===== config.mk =====
export PLATFORM = sky130hd
export DESIGN_NAME = disp_sched
export DESIGN_NICKNAME = d
export VERILOG_FILES = /design/src/rtl/disp_sched_pkg.sv /design/src/rtl/disp_sched_window_sel.sv /design/src/rtl/disp_sched.sv
export SDC_FILE = /design/constraint.sdc
export NUM_CORES = 1
export LEC_CHECK = 0
export CAP_MARGIN = 20
export CELL_PAD_IN_SITES_DETAIL_PLACEMENT = 1
export CELL_PAD_IN_SITES_GLOBAL_PLACEMENT = 1
export CORE_ASPECT_RATIO = 0.75
export CORE_MARGIN = 1
export CORE_UTILIZATION = 40
export CTS_BUF_LIST = sky130_fd_sc_hd__clkbuf_8
export CTS_CLUSTER_DIAMETER = 60
export CTS_CLUSTER_SIZE = 14
export DETAILED_ROUTE_END_ITERATION = 8
export GPL_TIMING_DRIVEN = 0
export PLACE_DENSITY_LB_ADDON = 0.1
export SYNTH_ARGS = -nofsm -noshare
export SYNTH_HDL_FRONTEND = slang
export SYNTH_HIERARCHICAL = 1
export SYNTH_SLANG_ARGS = --single-unit

===== constraint.sdc =====
create_clock -name clk -period 9.5 [get_ports clk]
set_input_delay 1.9 -clock clk [delete_from_list [all_inputs] [get_ports clk]]
set_output_delay 1.9 -clock clk [all_outputs]
set_load 0.1 [all_outputs]

===== src/rtl/disp_sched_pkg.sv =====
`default_nettype none
// ============================================================================
//  Module      : disp_sched_pkg
//  Description : Shared character, source and state encodings for the
//                display scheduler and its window selector.
//  Revision    : 1.0 - initial release
// ============================================================================
package disp_sched_pkg;

    localparam int CHAR_W     = 6;
    localparam int UNIT_BCD_W = 6;
    localparam int DIGITS     = UNIT_BCD_W;
    localparam int MAX_CHARS  = 16;

    localparam logic [CHAR_W-1:0] CHAR_BLANK = 6'h24;

    localparam logic [1:0] SRC_MENU  = 2'b00;
    localparam logic [1:0] SRC_MORSE = 2'b01;
    localparam logic [1:0] SRC_MSG   = 2'b10;

    typedef enum logic [1:0] {
        ST_SHOW   = 2'd0,
        ST_SCROLL = 2'd1,
        ST_PAUSE  = 2'd2,
        ST_MSG    = 2'd3
    } state_t;

endpackage
`default_nettype wire


===== src/rtl/disp_sched_window_sel.sv =====
`default_nettype none
// ============================================================================
//  Module      : disp_window_sel
//  Description : Picks DIGITS consecutive chars of a word starting at offset;
//                positions past the end of the word show a blank.
//  Revision    : 1.0 - initial release
// ============================================================================
module disp_window_sel #(
    parameter int CHAR_W    = disp_sched_pkg::CHAR_W,
    parameter int DIGITS    = disp_sched_pkg::DIGITS,
    parameter int MAX_CHARS = disp_sched_pkg::MAX_CHARS,
    parameter int OFF_W     = $clog2(MAX_CHARS)
) (
    input  logic [MAX_CHARS*CHAR_W-1:0] word,
    input  logic [OFF_W-1:0]            offset,
    output logic [DIGITS*CHAR_W-1:0]    win
);
    import disp_sched_pkg::*;

    localparam int c_idx_w = $clog2(MAX_CHARS + DIGITS);

    generate
        for (genvar gi = 0; gi < DIGITS; gi++) begin : g_digit
            logic [c_idx_w-1:0] w_idx;
            logic [CHAR_W-1:0]  w_char;

            always_comb begin
                w_idx = c_idx_w'(offset) + c_idx_w'(gi);
                if (w_idx < c_idx_w'(MAX_CHARS))
                    w_char = word[w_idx*CHAR_W +: CHAR_W];
                else
                    w_char = CHAR_W'(CHAR_BLANK);
            end

            assign win[gi*CHAR_W +: CHAR_W] = w_char;
        end
    endgenerate

endmodule
`default_nettype wire


===== src/rtl/disp_sched.sv =====
`default_nettype none
// ============================================================================
//  Module      : disp_sched
//  Description : Shares the six display digits between MENU, the decoded
//                Morse word (scrolled when too long) and one-shot messages.
//  Revision    : 1.0 - initial release
// ============================================================================
module disp_sched #(
    parameter int CHAR_W      = disp_sched_pkg::CHAR_W,
    parameter int DIGITS      = disp_sched_pkg::DIGITS,
    parameter int MAX_CHARS   = disp_sched_pkg::MAX_CHARS,
    parameter int MSG_TICKS   = 8,
    parameter int PAUSE_TICKS = 4
) (
    input  logic                             clk,
    input  logic                             sclr,
    input  logic                             ce,
    input  logic                             tick,
    input  logic                             mode_morse,
    input  logic [DIGITS*CHAR_W-1:0]         menu_word,
    input  logic [DIGITS-1:0]                menu_blink,
    input  logic [MAX_CHARS*CHAR_W-1:0]      word,
    input  logic [$clog2(MAX_CHARS+1)-1:0]   word_len,
    input  logic                             word_ended,
    input  logic                             msg_req,
    input  logic [DIGITS*CHAR_W-1:0]         msg_word,
    output logic                             msg_ack,
    output logic [DIGITS*CHAR_W-1:0]         disp_word,
    output logic [DIGITS-1:0]                disp_blink,
    output logic [1:0]                       src,
    output logic                             scrolling
);
    import disp_sched_pkg::*;

    localparam int c_len_w     = $clog2(MAX_CHARS + 1);
    localparam int c_off_w     = $clog2(MAX_CHARS);
    localparam int c_msg_lim   = (MSG_TICKS < 1) ? 1 : MSG_TICKS;
    localparam int c_pause_lim = (PAUSE_TICKS < 1) ? 1 : PAUSE_TICKS;
    localparam int c_tick_max  = (c_msg_lim > c_pause_lim) ? c_msg_lim : c_pause_lim;
    localparam int c_tcnt_w    = $clog2(c_tick_max + 1);
    localparam logic [DIGITS*CHAR_W-1:0] c_blank_word = {DIGITS{CHAR_W'(CHAR_BLANK)}};

    state_t                     r_state, w_nxt_state;
    logic [c_off_w-1:0]         r_offset, w_nxt_offset;
    logic [c_tcnt_w-1:0]        r_tcnt, w_nxt_tcnt;
    logic [DIGITS*CHAR_W-1:0]   r_msg, w_nxt_msg;
    logic [c_len_w-1:0]         r_scroll_len;
    logic [DIGITS*CHAR_W-1:0]   r_disp_word;
    logic [DIGITS-1:0]          r_disp_blink;
    logic [1:0]                 r_src;
    logic                       r_ack;
    logic                       r_scrolling;

    logic [c_len_w-1:0]         w_len;
    logic                       w_long;
    logic [c_off_w-1:0]         w_reload;
    logic                       w_accept;
    logic                       w_exit;
    logic [DIGITS*CHAR_W-1:0]   w_win;

    assign w_len    = (word_len > c_len_w'(MAX_CHARS)) ? c_len_w'(MAX_CHARS) : word_len;
    assign w_long   = (w_len > c_len_w'(DIGITS));
    assign w_reload = w_long ? c_off_w'(w_len - c_len_w'(DIGITS)) : '0;
    assign w_accept = msg_req && (r_state != ST_MSG);
    // r_scroll_len tracks word_len while in SHOW, so it holds the entry length
    assign w_exit   = !word_ended || !mode_morse || (word_len != r_scroll_len);

    always_comb begin
        w_nxt_state  = r_state;
        w_nxt_offset = r_offset;
        w_nxt_tcnt   = r_tcnt;
        w_nxt_msg    = r_msg;
        if (w_accept) begin
            w_nxt_state  = ST_MSG;
            w_nxt_offset = '0;
            w_nxt_tcnt   = '0;
            w_nxt_msg    = msg_word;
        end else begin
            case (r_state)
                ST_SHOW: begin
                    if (mode_morse && word_ended && w_long) begin
                        w_nxt_state  = ST_SCROLL;
                        w_nxt_offset = w_reload;
                    end
                end
                ST_SCROLL: begin
                    if (w_exit) begin
                        w_nxt_state  = ST_SHOW;
                        w_nxt_offset = '0;
                    end else if (tick) begin
                        if (r_offset == '0) begin
                            w_nxt_state = ST_PAUSE;
                            w_nxt_tcnt  = '0;
                        end else begin
                            w_nxt_offset = r_offset - c_off_w'(1);
                        end
                    end
                end
                ST_PAUSE: begin
                    if (w_exit) begin
                        w_nxt_state  = ST_SHOW;
                        w_nxt_offset = '0;
                    end else if (tick) begin
                        if (r_tcnt >= c_tcnt_w'(c_pause_lim - 1)) begin
                            w_nxt_state  = ST_SCROLL;
                            w_nxt_offset = w_reload;
                            w_nxt_tcnt   = '0;
                        end else begin
                            w_nxt_tcnt = r_tcnt + c_tcnt_w'(1);
                        end
                    end
                end
                default: begin
                    if (tick) begin
                        if (r_tcnt >= c_tcnt_w'(c_msg_lim - 1)) begin
                            w_nxt_state  = ST_SHOW;
                            w_nxt_offset = '0;
                            w_nxt_tcnt   = '0;
                        end else begin
                            w_nxt_tcnt = r_tcnt + c_tcnt_w'(1);
                        end
                    end
                end
            endcase
        end
    end

    disp_window_sel #(
        .CHAR_W    (CHAR_W),
        .DIGITS    (DIGITS),
        .MAX_CHARS (MAX_CHARS),
        .OFF_W     (c_off_w)
    ) u_window (
        .word   (word),
        .offset (w_nxt_offset),
        .win    (w_win)
    );

    always_ff @(posedge clk) begin
        if (sclr) begin
            r_state      <= ST_SHOW;
            r_offset     <= '0;
            r_tcnt       <= '0;
            r_msg        <= c_blank_word;
            r_scroll_len <= '0;
            r_disp_word  <= c_blank_word;
            r_disp_blink <= '0;
            r_src        <= SRC_MENU;
            r_ack        <= 1'b0;
            r_scrolling  <= 1'b0;
        end else if (ce) begin
            r_state  <= w_nxt_state;
            r_offset <= w_nxt_offset;
            r_tcnt   <= w_nxt_tcnt;
            r_msg    <= w_nxt_msg;
            r_ack    <= w_accept;
            if (r_state == ST_SHOW)
                r_scroll_len <= word_len;
            // outputs follow the state being entered, giving one cycle of latency
            case (w_nxt_state)
                ST_MSG: begin
                    r_disp_word  <= w_nxt_msg;
                    r_disp_blink <= '0;
                    r_src        <= SRC_MSG;
                    r_scrolling  <= 1'b0;
                end
                ST_SHOW: begin
                    r_scrolling <= 1'b0;
                    if (mode_morse) begin
                        r_disp_word  <= w_win;
                        r_disp_blink <= '0;
                        r_src        <= SRC_MORSE;
                    end else begin
                        r_disp_word  <= menu_word;
                        r_disp_blink <= menu_blink;
                        r_src        <= SRC_MENU;
                    end
                end
                default: begin
                    r_disp_word  <= w_win;
                    r_disp_blink <= '0;
                    r_src        <= SRC_MORSE;
                    r_scrolling  <= 1'b1;
                end
            endcase
        end
    end

    assign msg_ack    = r_ack;
    assign disp_word  = r_disp_word;
    assign disp_blink = r_disp_blink;
    assign src        = r_src;
    assign scrolling  = r_scrolling;

endmodule
`default_nettype wire


==> Changelog: implementation <==
### Implementation results

* Share of layout cells above drive strength 1 at 0.104
* Main synth FF type: dfxtp_1
* CP endpoint: disp_word[22]
* Gpl congestion at roughly 1
* WP data arrival at between 6 and 7 ns
* Crit-path max FO at 10
* Post-synth top area cell: dfxtp_1
* Number of logic gates at between 700 and 800
* Final Cell Area at 11,000 µm²
* Register area share after synthesis at 0.236
* CP startpoint kind: input pin
* Final Max Tran Viols at 0
* DR WL met2 at about 16,000 µm
* Power Clock at 0.292 mW
* CTS tree: yes
* EDFF count, synth at 0
* FF-to-FF path depth at 18
* Top cells by count: 131 x nand2_1, 97 x dfxtp_1, 80 x mux2i_1
* Final count of negative-setup-slack endpoints at 0
* Worst-path clk slew at about 0.11 ns
* CP Buf/Inv Count at 6
* Asr flop ratio synth at 0
* Io pins at approximately 230
* Inverters at 37
* DRT iter0 DRCs at 1,045
* Place WS at roughly 3 ns
* CP Cell Sequence: clkdlybuf4s50_1 -> clkbuf_1 -> nor4b_1 -> mux2_2 -> nand2_1 -> a21oi_1 -> a221o_1 -> buf_4 -> buf_4 -> nor2_1 -> inv_1 -> o21ai_0 -> a21oi_1 -> inv_1 -> a21oi_1 -> a222oi_1 -> a211oi_1
* Cell mode on critical path: a21oi_1
* Comb area leader: multiplexers
* Cell area leaders: dfxtp_1 24%, mux4_2 15%, mux2i_1 9.7%
* Antenna Nets Post-Route at 0
* Non-clk buf share at 0.250
* Vias in the first global route at ~9,500
* MaxCap Viol Count at 0
* Final hold slack at 0.463 ns
* Slowest stage delay, CP at ~0.66 ns
* CP max-delay cell: nor2_1
* FMAX at approximately 160 MHz
* Yosys xor share at 0.00531
* Drt drc at 0
* # diodes at 0
* Top pwr grp: combinational cells
* Hold Path Class: register to register
* # Post-CTS Setup Buffers at 0
* Yosys cell count at between 900 and 1,000
* R2R setup slack at 4.78 ns
* Post-DR vias/cell at approximately 6.4
* Hold path startpoint: r_msg[16]
* TritonCTS sink count at just under 100
* Die width at ~170 µm
* Setup ws final at about 3.2 ns
* Flip-flops at 97
* Top Layer Used: met4
* Fin cells at 1,456
* Ao+oa area frac at 0.234
* Synth unique cells at approximately 74
* RSZ-0062 raised after global routing: no
* Yosys reg bits at just under 100
* Root Buffer: clkbuf_8
* CP startpoint: tick
* Pleak at around 4.0 nW
* Placement row count at approximately 45
* Placed Instance Area at ~11,000 µm²
* Measured slew at the worst slew-check pin at 1.09 ns
* Outcome: finished, final reports clean
* WP depth at 17
* Most frequent logic cells in the routed design: 228 x clkdlybuf4s50_1, 131 x nand2_1, 97 x dfxtp_1, 80 x mux2i_1, 76 x a21oi_1
* Fp_density at 0.408
* Comb group at about 0.66 mW
* Crit-path leading delay family: buffers and inverters
* Pwr/cell area at between 100 and 150 nW/µm²
* Logic area at ~5700 µm²
* Hold endpoint: r_msg[16]
* Synthesis area per yosys at approximately 8200 µm²
* Hold buffers post-CTS at 0
* Clock Power Share at 0.207
* Top cell excl fill/tap: clkdlybuf4s50_1
* Clock network area share at 0.0173
* Well Taps at between 200 and 300
* Reg2Reg Capture Point: disp_word[22]
* Clock Skew at roughly 0.017 ns
* Clock tree buffer depth at 2
* Late-Pin Clk Latency at just under 0.4 ns
* P_sw at approximately 0.6 mW
* Max-area cell share at 0.236
* Post-Syn Instances at 955
* Peak supply drop at 0.0000846 V
* Count leader, synth: nand2_1
==> images/final_congestion.png <==
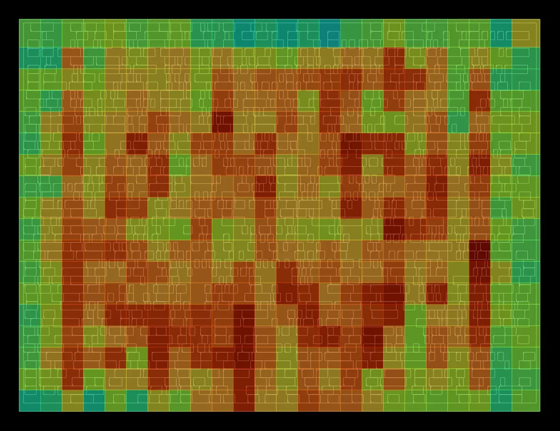
Avg WL per Cell: 25.8 µm
M3 GR Usage: 0.0964
fin util: 0.546
GR Layer Usage met1: 0.485
GRT Total Usage: 0.352

==> images/met2.png <==
Scale: 3 px per µm.
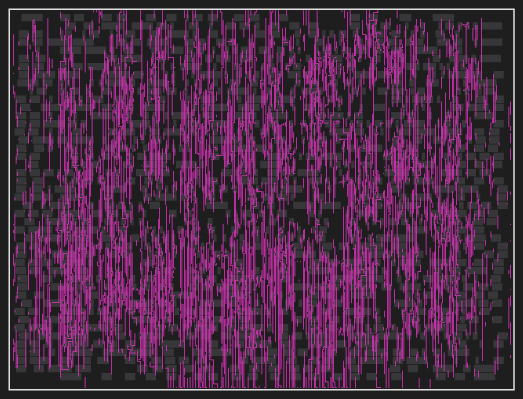
share of all routed wire: 43%
longest straight run: 57.3 µm
nets with wire on the layer: 1,269
wire length on this layer: 16,300 µm
Post-Route WL: 37,600 µm
via count: 9,329
met2 GRT Util: 0.540

==> images/wire_density.png <==
Scale: 2 px per µm. The die is cut into 34 by 25 equal tiles; dark blue is low, red is high, scaled to the fullest tile. Values are wire area over tile area, all layers added.
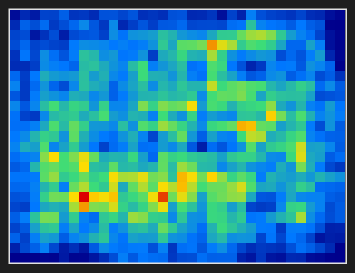
nearly empty tiles: 2.1%
fullest tile: 0.88
mean over tiles: 0.29

Power figures rest on the tool's default switching activity, not on a simulated workload.
